File: config.mk
export PLATFORM = sky130hd
export DESIGN_NAME = bash_hash_ctrl
export DESIGN_NICKNAME = d
export VERILOG_FILES = /design/src/rtl/bash_hash_ctrl.sv
export SDC_FILE = /design/constraint.sdc
export NUM_CORES = 1
export LEC_CHECK = 0
export CAP_MARGIN = 20
export CORE_UTILIZATION = 44
export CTS_CLUSTER_SIZE = 28
export DETAILED_ROUTE_END_ITERATION = 8
export MAX_ROUTING_LAYER = met4
export PLACE_DENSITY = 0.86
export SYNTH_ARGS = -nofsm -noshare
export SYNTH_HDL_FRONTEND = slang
export SYNTH_SLANG_ARGS = --single-unit
File: constraint.sdc
create_clock -name clk_i -period 4.6 [get_ports clk_i]
set_input_delay 0.69 -clock clk_i [delete_from_list [all_inputs] [get_ports clk_i]]
set_output_delay 0.69 -clock clk_i [all_outputs]
set_load 0.05 [all_outputs]
File: src/rtl/bash_hash_ctrl.sv
// bash_hash_ctrl: sequences a BASH hash datapath. A message block is accepted
// on a valid/ready handshake and then worked for ROUNDS cycles. After a
// non-last block the controller waits for the next block; after the last
// block it presents the digest until the consumer takes it. Only the first
// block of a message latches the security level, and it must be 128, 192
// or 256. A first block with any other level is consumed and flagged.
module bash_hash_ctrl #(
   parameter int unsigned ROUNDS = 24,
   parameter int unsigned XLEN   = 64
) (
   input  logic            clk_i,
   input  logic            rst_ni,
   input  logic            req_valid_i,
   output logic            req_ready_o,
   input  logic            req_last_i,
   input  logic [XLEN-1:0] l_i,
   input  logic            abort_i,
   output logic            prep_o,
   output logic            start_o,
   output logic            work_o,
   output logic            first_o,
   output logic [XLEN-1:0] l_o,
   output logic            out_valid_o,
   input  logic            out_ready_i,
   output logic            busy_o,
   output logic            err_o,
   output logic [4:0]      round_o
);

   typedef enum logic [1:0] {
      S_IDLE  = 2'd0,
      S_ROUND = 2'd1,
      S_WAIT  = 2'd2,
      S_DONE  = 2'd3
   } state_e;

   localparam logic [4:0] LastRound = 5'(ROUNDS - 1);

   state_e            state_q;
   logic [4:0]        cnt_q;
   logic [XLEN-1:0]   l_q;
   logic              last_q;
   logic              first_q;
   logic              err_q;

   logic              accept;
   logic              l_legal;

   // Handshake and datapath strobes. The strobes are combinational because
   // the datapath must sample x in the very cycle the block is accepted.
   // rst_ni gates ready so nothing can be accepted while reset is held.
   always_comb begin
      l_legal     = (l_i == XLEN'(128)) || (l_i == XLEN'(192)) || (l_i == XLEN'(256));
      req_ready_o = rst_ni && !abort_i && ((state_q == S_IDLE) || (state_q == S_WAIT));
      accept      = req_valid_i && req_ready_o;
      start_o     = accept && ((state_q == S_WAIT) || l_legal);
      prep_o      = accept && (state_q == S_IDLE) && l_legal;
      work_o      = (state_q == S_ROUND) && !abort_i;
      first_o     = (state_q == S_ROUND) && first_q && (cnt_q == 5'd0);
      round_o     = cnt_q;
      l_o         = l_q;
      out_valid_o = (state_q == S_DONE);
      busy_o      = (state_q != S_IDLE);
      err_o       = err_q;
   end

   // Control FSM together with the round counter, level, last and first flags.
   // NOTE: sequential state uses non-blocking assignments so every register
   // samples values from before the edge, independent of statement order.
   always_ff @(posedge clk_i or negedge rst_ni) begin
      if (!rst_ni) begin
         state_q <= S_IDLE;
         cnt_q   <= 5'd0;
         l_q     <= '0;
         last_q  <= 1'b0;
         first_q <= 1'b0;
         err_q   <= 1'b0;
      end else begin
         err_q <= 1'b0;
         if (abort_i) begin
            state_q <= S_IDLE;
            cnt_q   <= 5'd0;
         end else begin
            case (state_q)
               S_IDLE: begin
                  if (accept) begin
                     if (l_legal) begin
                        l_q     <= l_i;
                        last_q  <= req_last_i;
                        first_q <= 1'b1;
                        cnt_q   <= 5'd0;
                        state_q <= S_ROUND;
                     end else begin
                        err_q <= 1'b1;
                     end
                  end
               end
               S_ROUND: begin
                  // first_q only needs to survive the round-0 cycle of block 1
                  first_q <= 1'b0;
                  if (cnt_q == LastRound) begin
                     cnt_q   <= 5'd0;
                     state_q <= last_q ? S_DONE : S_WAIT;
                  end else begin
                     cnt_q <= cnt_q + 5'd1;
                  end
               end
               S_WAIT: begin
                  if (accept) begin
                     last_q  <= req_last_i;
                     cnt_q   <= 5'd0;
                     state_q <= S_ROUND;
                  end
               end
               S_DONE: begin
                  if (out_ready_i) state_q <= S_IDLE;
               end
               default: state_q <= S_IDLE;
            endcase
         end
      end
   end

endmodule

==> flow_summary.toml <==
# synthesis and place-and-route metrics
[worst_setup_path]
r2r.worst_path.cells = 5
rr_startpoint = "state_q[1]$_DFFE_PN0P_"
cpMostUsedCell = "clkdlybuf4s50_1"
worst_setup_path_start_kind = "input pin"
crit_end = "start_o"

[synth]
simple_gate_share_pct = 27.40
ys_sh_mux_pct = 1.813
fp_nets = 330
synth_area_per_cell_um2 = 11.77
ys_chip_area_um2 = 3037

[pwr]
peakVddDrop_v = 0.0001993
comb_power_mw = 0.0999
power_density_nw_per_um2 = 261.0
switchingPower_mw = 0.2747

[route]
routedWlPerCell_um = 15.54
ant_nets = 0

[final_layout]
diodes = 0
final_cell_mix = "clkdlybuf4s50_1, dfrtp_1, and2_1"
n_fill_cell = 476

[grt]
grt_max_degree = 71

[status]
status = "finished clean"

[placement]
gpl.final_weighted_congestion = 0.9355
[per-layer routing]
| layer | GRT usage (%) | share of wire, % |
|---|---|---|
| met3 | 6.615 | 6.9 |
| met2 | 36.58 | 49 |
| met1 | 29.01 | 44 |
| met5 | - | 0 |
| met4 | 5.855 | 0.54 |
[cell type report]
cell class              count  area, um2  area share, %
flip-flops and latches     74       1852          39.13
repair buffers            149       1481          31.31
multi-input cells         169       1084          22.90
clock buffers              10      127.6          2.697
well taps                  77      96.34          2.036
clock inverters             6      65.06          1.375
inverters                   7      26.28         0.5553
[sequential cells by signal, summed over array words and instances (netlist names)]
signal and flops:
state_q 2, first_q 1, last_q 1, l_o 64, err_o 1, round_o 5
[critical path, delay by kind of cell]
kind,cells,cell delay (ps)
buffers and inverters,2,1240
AOI/OAI and AO/OA,1,110
and+or+nand+nor,4,1300
### Placement view

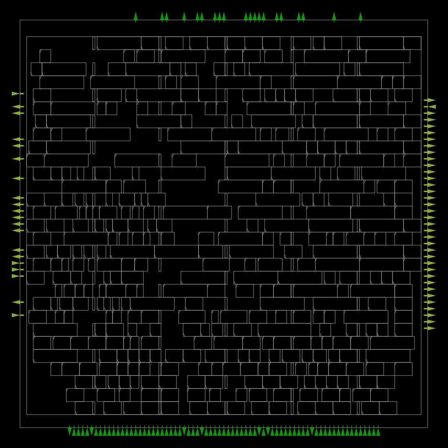
Cell Rows: 29
# Taps: 77

### The metal 1 layer

Drawn at 6 px/um. Supply wires on this layer in gray. Cells faint in the background.
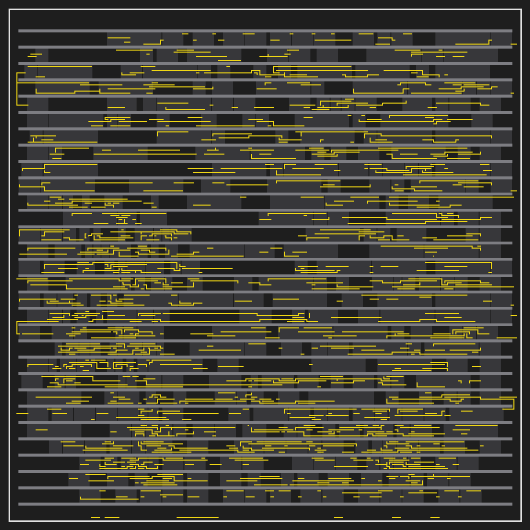
The wires run mostly horizontal. The layer holds 44% of the routed length. 419 nets have wire on it.
final WL: 7.647 mm
GR Util met1: 29.01%
via count: 2554

### Placement density heat map

Drawn at 4 px/um. 9 x 9 tiles, from dark blue (low) to red (high), 0 to 100% covered.
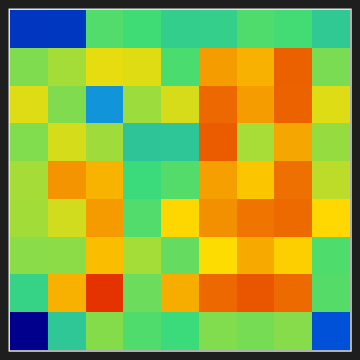
1.2% of the tiles are nearly empty. 35% of the tiles are over 75% full. The fullest tile reaches 94%. The mean over all tiles is 64%. The densest ninth of the die: east.
fin util: 72.86%
Pre-Place Util: 46.75%
core area: 6495 um2

### Drive-strength map

Drawn at 4 px/um.
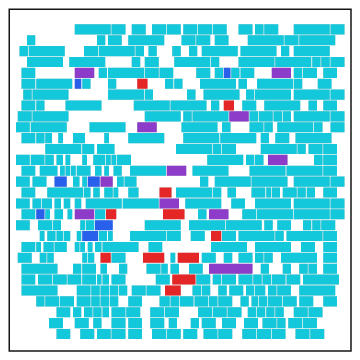
Key: x2 = blue [cells 7]; x6 and larger = purple [cells 11]; x3 and x4 = red [cells 11]; x1 and smaller = cyan [cells 386]
Layout area overhead: 55.83%
final instance area: 4732 um2
Non-Clock Buffer Count: 149
Final WS setup: 572.5 ps

